## src/rtl/cla_seq_adder.sv

```systemverilog
// rtl/cla_seq_adder.sv - multi-cycle adder, one carry-lookahead group per cycle
// Optional feature macro: CLA_SEQ_ADDER_SUB_EN (adds the sub input for a - b)
module cla_seq_adder #(
    parameter int WIDTH = 16,
    parameter int GROUP = 4
) (
    input  logic             clk,
    input  logic             rst_n,
    input  logic             in_valid,
    output logic             in_ready,
    input  logic [WIDTH-1:0] a,
    input  logic [WIDTH-1:0] b,
    input  logic             cin,
`ifdef CLA_SEQ_ADDER_SUB_EN
    input  logic             sub,
`endif
    output logic             out_valid,
    input  logic             out_ready,
    output logic [WIDTH-1:0] sum,
    output logic             cout,
    output logic             ovf
);

    localparam int NG = (GROUP > 0) ? (WIDTH / GROUP) : 1;
    localparam int KW = (NG > 1) ? $clog2(NG) : 1;

    // Reject geometries where the groups do not tile the operand exactly
    generate
        if (GROUP <= 0 || WIDTH <= 0 || (WIDTH % GROUP) != 0) begin : g_bad_geometry
            $error("cla_seq_adder: WIDTH must be a non-zero multiple of GROUP");
        end
    endgenerate

    typedef enum logic [1:0] {
        IDLE = 2'd0,
        BUSY = 2'd1,
        DONE = 2'd2
    } state_t;

    state_t            state_q, state_d;
    logic [KW-1:0]     k_q, k_d;
    logic              carry_q, carry_d;
    logic [WIDTH-1:0]  a_q, a_d;
    logic [WIDTH-1:0]  b_q, b_d;
    logic [WIDTH-1:0]  sum_q, sum_d;
    logic              cout_q, cout_d;
    logic              ovf_q, ovf_d;

    logic [GROUP-1:0]  grp_p, grp_g, grp_s;
    logic [GROUP:0]    grp_c;
    logic              term;
    logic              last_group;
    logic [WIDTH-1:0]  b_eff;
    logic              cin_eff;

    assign in_ready   = (state_q == IDLE);
    assign out_valid  = (state_q == DONE);
    assign sum        = sum_q;
    assign cout       = cout_q;
    assign ovf        = ovf_q;
    assign last_group = (k_q == KW'(NG - 1));

    // Operand B and carry-in as seen by the adder (subtract folds into ~b + 1)
    always_comb begin
        b_eff   = b;
        cin_eff = cin;
`ifdef CLA_SEQ_ADDER_SUB_EN
        if (sub) begin
            b_eff   = ~b;
            cin_eff = 1'b1;
        end
`endif
    end

    // Flattened lookahead for the group selected by k: every carry is a sum of products
    always_comb begin
        grp_p = a_q[k_q*GROUP +: GROUP] ^ b_q[k_q*GROUP +: GROUP];
        grp_g = a_q[k_q*GROUP +: GROUP] & b_q[k_q*GROUP +: GROUP];
        grp_c = '0;
        term  = 1'b0;
        grp_c[0] = carry_q;
        for (int i = 1; i <= GROUP; i++) begin
            term = carry_q;
            for (int m = 0; m < i; m++) begin
                term = term & grp_p[m];
            end
            grp_c[i] = term;
            for (int j = 0; j < i; j++) begin
                term = grp_g[j];
                for (int m = j + 1; m < i; m++) begin
                    term = term & grp_p[m];
                end
                grp_c[i] = grp_c[i] | term;
            end
        end
        grp_s = grp_p ^ grp_c[GROUP-1:0];
    end

    // Next-state logic: accept, step through groups, hold the result until consumed
    always_comb begin
        state_d = state_q;
        k_d     = k_q;
        carry_d = carry_q;
        a_d     = a_q;
        b_d     = b_q;
        sum_d   = sum_q;
        cout_d  = cout_q;
        ovf_d   = ovf_q;
        case (state_q)
            IDLE: begin
                if (in_valid) begin
                    a_d     = a;
                    b_d     = b_eff;
                    carry_d = cin_eff;
                    k_d     = '0;
                    sum_d   = '0;
                    cout_d  = 1'b0;
                    ovf_d   = 1'b0;
                    state_d = BUSY;
                end
            end
            BUSY: begin
                sum_d[k_q*GROUP +: GROUP] = grp_s;
                carry_d = grp_c[GROUP];
                if (last_group) begin
                    cout_d  = grp_c[GROUP];
                    ovf_d   = grp_c[GROUP-1] ^ grp_c[GROUP];
                    k_d     = '0;
                    state_d = DONE;
                end else begin
                    k_d = k_q + KW'(1);
                end
            end
            DONE: begin
                if (out_ready) begin
                    state_d = IDLE;
                end
            end
            default: begin
                state_d = IDLE;
            end
        endcase
    end

    // State and datapath registers with asynchronous abort on reset
    always_ff @(posedge clk or negedge rst_n) begin
        if (!rst_n) begin
            state_q <= IDLE;
            k_q     <= '0;
            carry_q <= 1'b0;
            a_q     <= '0;
            b_q     <= '0;
            sum_q   <= '0;
            cout_q  <= 1'b0;
            ovf_q   <= 1'b0;
        end else begin
            state_q <= state_d;
            k_q     <= k_d;
            carry_q <= carry_d;
            a_q     <= a_d;
            b_q     <= b_d;
            sum_q   <= sum_d;
            cout_q  <= cout_d;
            ovf_q   <= ovf_d;
        end
    end

endmodule

```

## config.mk

```make
export PLATFORM = sky130hd
export DESIGN_NAME = cla_seq_adder
export DESIGN_NICKNAME = d
export VERILOG_FILES = /design/src/rtl/cla_seq_adder.sv
export SDC_FILE = /design/constraint.sdc
export NUM_CORES = 1
export LEC_CHECK = 0
export CAP_MARGIN = 20
export CELL_PAD_IN_SITES_DETAIL_PLACEMENT = 2
export CELL_PAD_IN_SITES_GLOBAL_PLACEMENT = 2
export CORE_MARGIN = 4
export CORE_UTILIZATION = 30
export CTS_BUF_LIST = sky130_fd_sc_hd__clkbuf_8
export CTS_CLUSTER_SIZE = 20
export DETAILED_ROUTE_END_ITERATION = 7
export PLACE_DENSITY = 0.72
export SYNTH_ARGS = -nofsm -noshare
export SYNTH_HDL_FRONTEND = slang
export SYNTH_SLANG_ARGS = --single-unit
```

## constraint.sdc

```tcl
create_clock -name clk -period 4.3 [get_ports clk]
set_clock_uncertainty 0.2 [all_clocks]
set_input_delay 0.645 -clock clk [delete_from_list [all_inputs] [get_ports clk]]
set_output_delay 0.645 -clock clk [all_outputs]
set_load 0.1 [all_outputs]
```

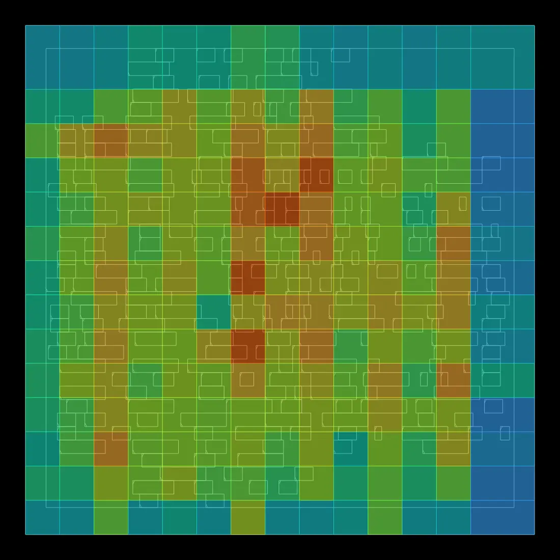
*Congestion heat map, run 1*
met3 Use GR: 2.98%
DR WL/cell: 18.2 um

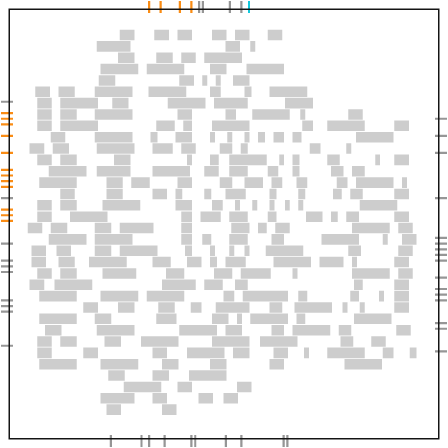
*Pin placement, run 1*
Pins as bars across the die edge, other pins in grey.
Key: cyan = cout [pins 1, direction output, edge north]; orange = b [pins 16, direction input, edge 12 west, 4 north]

==> impl_metrics.env, run 1 <==
# flow metrics
export IMPL_synthCells=203
export IMPL_antenna_cells=0
export IMPL_ys_seq_share_pct=51.3
export IMPL_ys_area_sq_um=2680
export IMPL_maxCapViolCount=0
export IMPL_viasPerCell=5.07
export IMPL_clk_path_buf_depth=2
export IMPL_drtPass1Iterations=3
export IMPL_edf_count=0
export IMPL_rsz0062_at_grt="false"
export IMPL_chipArea_sq_um=10500
export IMPL_vias=1876
export IMPL_start_kind="register"
export IMPL_rows=34
export IMPL_htree_levels=2
export IMPL_die_w_um=103
export IMPL_gr_total_overflow=0
export IMPL_clk_pin_slew_worst_paths_ps=110
export IMPL_post_route_cells_drive_above_1_share_pct=21.8
export IMPL_grt_usage_pct=13.7
export IMPL_crit_type="register to primary output"
export IMPL_worst_path_max_fanout=15
export IMPL_place_congestion=0.715
export IMPL_drv_slew=0
export IMPL_area_growth_pct=29.5
export IMPL_core_area_sq_um=8720
export IMPL_clock_sinks=55
export IMPL_flop_cell="dfrtp_1"
export IMPL_fp_util_pct=30.8
export IMPL_crit_chain="inv_1, nor2_1, clkdlybuf4s50_1"
export IMPL_drt_initial_drc_count=67
export IMPL_yosys_cells=203
export IMPL_hp_class="primary input to asynchronous set/reset pin"
export IMPL_flop_area_sq_um=1380
export IMPL_r2r_setup_slack_ps=1280
export IMPL_end_kind="primary output"
export IMPL_clk_latency_ps=310
export IMPL_ys_ff=55
export IMPL_cts_root_buf="clkbuf_8"
export IMPL_fin_crit_ps=3310
export IMPL_status="complete, no violations"
export IMPL_rr_startpoint="k_q[0]$_DFFE_PN0P_"
export IMPL_fin_crit_sh_pct=76.9
export IMPL_antenna_found_initial=0
export IMPL_critical_path_required_ps=3450
export IMPL_grt_max_degree=56
export IMPL_hold_viol_final=0
export IMPL_finalWirelength_um=6750
export IMPL_cts_setup_buffers=0
export IMPL_fin_nets=309
export IMPL_tool_warnings=31
export IMPL_die_h_um=103
export IMPL_grt_pass1_wl_um=11200
export IMPL_worst_pin_slew_ps=1000
export IMPL_hold_buffers=0
export IMPL_r2r_end="sum[7]$_DFFE_PN0P_"
export IMPL_arrival_ps=2460
export IMPL_finalWorstSetupSlack_ps=994
export IMPL_syn_area_sq_um=2680
export IMPL_avgSynthCellArea_sq_um=13.2
export IMPL_dp_hpwl_um=5120
export IMPL_drc=0
export IMPL_grt_pass1_vias=2102
export IMPL_ys_types=44
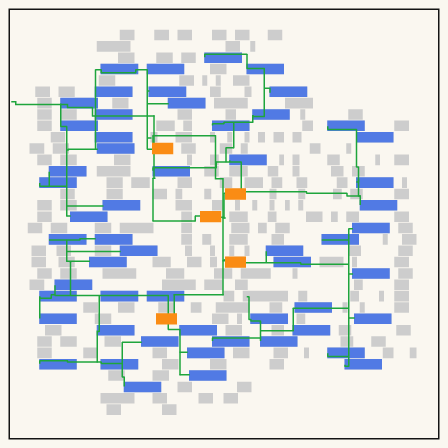
*Clock distribution, run 1*
Key: blue = flip-flops [count 55]; orange = clock drivers [count 5]; green = clock wires [length 723 um]
There are 6 routed clock nets.

## run 1: registers in the layout, indices dropped and copies added, names as in the netlist
signal,cells
a_q,16
b_q,16
sum,16
k_q,2
state_q,2
carry_q,1
cout,1
ovf,1
## run 1: final cells by class
type	instances	share of cell area (%)
Timing Repair Buffer	59	16.6
Clock buffer	5	1.98
Clock inverter	3	1.26
Multi-Input combinational cell	122	34.7
Inverter	18	1.94
Tap cell	108	3.89
Sequential cell	55	39.6
## run 1: routing by layer
layer	GRT usage [%]	vias to the layer above	part of all wire, %
li1	-	867	-
met1	17.2	959	43
met2	24.2	44	51
met3	2.98	6	5.1
met4	3.03	0	0.80
met5	0	-	0
## run 1: cell usage after synthesis (2+ instances only)
cell	number	area, sq um
nor2_1	3	11.3
nand3b_1	3	22.5
nor3b_1	2	15.0
a221o_1	2	20.0
and2_1	2	12.5
a32o_1	2	20.0
a21o_1	3	22.5
nand2_1	7	26.3
and3_1	2	12.5
o32ai_1	3	26.3
buf_2	5	25.0
o21ai_0	3	15.0
mux2_2	32	360
o2bb2ai_1	6	52.6
mux4_2	8	180
a21oi_1	6	30.0
clkbuf_1	2	7.51
nand3_1	2	10.0
ha_1	10	125
o22ai_1	5	31.3
dfrtp_1	55	1380
inv_1	18	67.6
## run 1: how the worst min path moves through the flow
stage                                   from                   to  slack (ps)  cells past startpoint
after floorplan                        rst_n   a_q[0]$_DFFE_PN0P_         150                      0
after global placement    sum[5]$_DFFE_PN0P_   sum[5]$_DFFE_PN0P_         280                      1
after detailed placement  sum[5]$_DFFE_PN0P_   sum[5]$_DFFE_PN0P_         280                      1
after CTS                              rst_n   sum[4]$_DFFE_PN0P_         290                      2
after global routing                   rst_n  sum[14]$_DFFE_PN0P_         330                      2
final                                  rst_n   sum[7]$_DFFE_PN0P_         270                      2
## run 1: through the flow
step	cells	util [%]	hold WS (ps)
after floorplan	203	-	149
after global placement	362	38.6	281
after detailed placement	362	38.6	276
after CTS	370	39.8	287
after global routing	370	39.8	332
final	370	39.8	265
## run 1: cells by family after synthesis
group,Yosys count,share of synthesized area (%)
xor gates and xnor gates,1,0.327
buffers and inverters,26,4.01
adders and majority gates,11,5.41
DFF,55,51.3
and+or+nand+nor,30,7.14
muxes,40,20.1
AOI/OAI and AO/OA,40,11.7
## run 1: cells in the final DEF, fill, tap and decap left out, types with 3 or more instances in the layout
| cell | instances |
|---|---|
| o2bb2ai_1 | 6 |
| ha_1 | 10 |
| buf_4 | 3 |
| dfrtp_1 | 55 |
| nand3b_1 | 3 |
| mux4_2 | 8 |
| clkdlybuf4s50_1 | 55 |
| inv_1 | 18 |
| clkbuf_8 | 5 |
| a21oi_1 | 6 |
| nor2_1 | 3 |
| a21o_1 | 3 |
| o22ai_1 | 5 |
| o21ai_0 | 3 |
| o32ai_1 | 3 |
| nand2_1 | 7 |
| mux2_2 | 32 |
## run 1: worst register-to-register path, stage by stage (launching register included)
cell      delay, ps
dfrtp_1         540
buf_4           290
mux4_2          550
ha_1            400
o211ai_1        160
a21boi_0        550
o32ai_1         190
### Routed metal, one colour a layer, run 1

Two of the layers only.
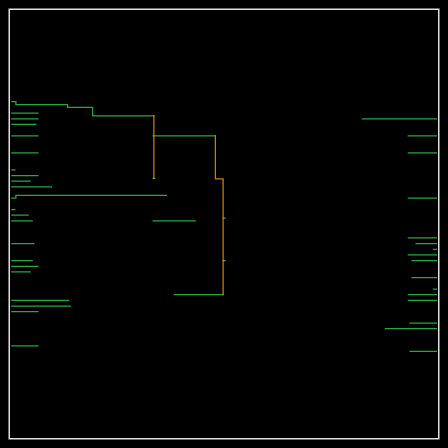

## Run 2: what changed since run 1
Clock period 4.3 ns to 3.36 ns, I/O delays scaled along.
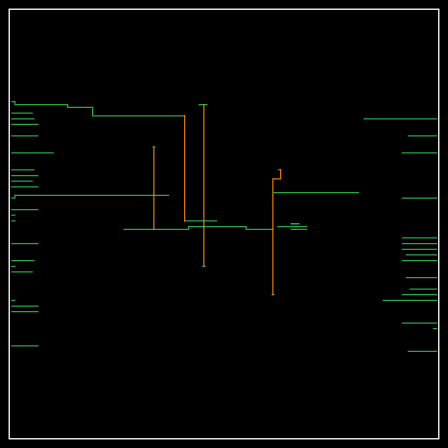
*Routed metal, one colour a layer, run 2*
Two of the layers only.
Key: green = metal 3 [wire length 391 um]; orange = metal 4 [wire length 115 um]

==> impl_metrics.env, run 2 <==
# flow metrics
export IMPL_status="complete, no violations"
export IMPL_ys_seq_share_pct=51.3
export IMPL_finalWirelength_um=6760
export IMPL_clk_pin_slew_worst_paths_ps=100
export IMPL_start_kind="register"
export IMPL_fin_crit_sh_pct=88.9
export IMPL_maxCapViolCount=0
export IMPL_common_cells="55 x dfrtp_1, 32 x mux2_2, 18 x inv_1"
export IMPL_flop_cell="dfrtp_1"
export IMPL_drc=0
export IMPL_hold_viol_final=0
export IMPL_syn_area_sq_um=2680
export IMPL_finalWorstSetupSlack_ps=371
export IMPL_highest_layer="met4"
export IMPL_cts_root_buf="clkbuf_8"
export IMPL_fp_util_pct=30.8
export IMPL_grt_usage_pct=14.2
export IMPL_antenna_found_initial=0
export IMPL_end_kind="register"
export IMPL_dp_hpwl_um=5210
export IMPL_ys_ff=55
export IMPL_die_w_um=103
export IMPL_place_congestion=0.777
export IMPL_tool_warnings=31
export IMPL_edf_count=0
export IMPL_clk_latency_ps=310
export IMPL_critical_path_required_ps=3410
export IMPL_yosys_top_cells_area="dfrtp_1 51%, mux2_2 13%, mux4_2 6.7%"
export IMPL_drv_slew=0
export IMPL_fin_crit_ps=2990
export IMPL_antenna_cells=0
export IMPL_dp_cells=366
export IMPL_avgSynthCellArea_sq_um=13.2
export IMPL_area_growth_pct=28.1
export IMPL_post_route_cells_drive_above_1_share_pct=30.0
export IMPL_ys_area_sq_um=2680
export IMPL_gr_total_overflow=0
export IMPL_hp_class="register to register"
export IMPL_met2_length_um=3400
export IMPL_drt_initial_drc_count=57
export IMPL_rows=34
export IMPL_layout_top_cell="dfrtp_1"
export IMPL_wl_met1_um=2860
export IMPL_synthCells=203
export IMPL_die_h_um=103
export IMPL_viasPerCell=5.01
export IMPL_grt_max_degree=43
export IMPL_clock_sinks=55
export IMPL_chipArea_sq_um=10500
export IMPL_mostFrequentLayoutCells="55 x dfrtp_1, 35 x clkdlybuf4s50_1, 32 x mux2_2"
export IMPL_core_area_sq_um=8720
export IMPL_synth_top_cell_area_share_pct=51.3
export IMPL_clk_path_buf_depth=2
export IMPL_grt_pass1_wl_um=11400
export IMPL_grt_pass1_vias=2159
export IMPL_worst_pin_slew_ps=678
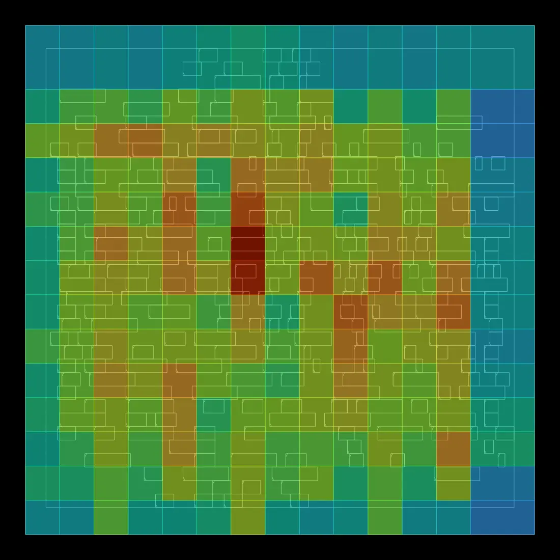
*Congestion heat map, run 2*
met3 Use GR: 3.18%
DR WL/cell: 18.0 um

[run 2: cell counts after synthesis]
Identical to the previous run, type by type.
[run 2: layout make-up]
class	count	area (sq um)	share of cell area (%)
timing repair buffer	64	568	16.5
multi-input combinational	122	1200	35.1
inverter	18	67.6	1.97
sequential	55	1380	40.0
clock inverter	3	16.3	0.473
clock buffer	5	68.8	2.00
tap	108	135	3.93
[run 2: metal layers]
metal	vias up	global-route usage (%)
met5	-	0
met4	0	4.24
met3	9	3.18
met2	54	24.2
met1	937	18.1
li1	879	-
[run 2: metrics by stage]
stage	hold WS, ps	instance area (sq um)	util (%)
detailed placement	225	3340	38.3
floorplan	8.41	2680	-
global placement	221	3340	38.3
global route	334	3440	39.4
finish	300	3440	39.4
CTS	307	3440	39.4
[run 2: cells by family after synthesis]
family,count (synthesis),share of synthesized area (%)
mux,40,20.1
fa+ha+maj,11,5.41
flops,55,51.3
simple gates,30,7.14
xor+xnor,1,0.327
buf+inv,26,4.01
compound gates,40,11.7
[run 2: repair_timing]
| action | in CTS | in global routing |
|---|---|---|
| hold buffers | 1 | 0 |
| buffers inserted | 0 | 0 |
| endpoints found under the hold margin | 13 | 0 |
[run 2: worst max-delay path, cell delays in order, from the launching register on]
cell	delay, ps
dfrtp_1	600
mux4_2	570
ha_1	310
ha_1	210
o211a_1	270
or4b_2	670
nand3_1	110
[run 2: final timing paths]
kind / start / end / slack (ps) / cells past startpoint
worst max-delay path: k_q[0]$_DFFE_PN0P_ / ovf$_DFFE_PN0P_ / 370 / 6
worst min-delay path: sum[5]$_DFFE_PN0P_ / sum[5]$_DFFE_PN0P_ / 300 / 1
worst max register to register: k_q[0]$_DFFE_PN0P_ / ovf$_DFFE_PN0P_ / 370 / 6
worst min register to register: sum[5]$_DFFE_PN0P_ / sum[5]$_DFFE_PN0P_ / 300 / 1
max in group asynchronous: rst_n / cout$_DFFE_PN0P_ / 1700 / 3
min in group asynchronous: rst_n / sum[12]$_DFFE_PN0P_ / 410 / 2
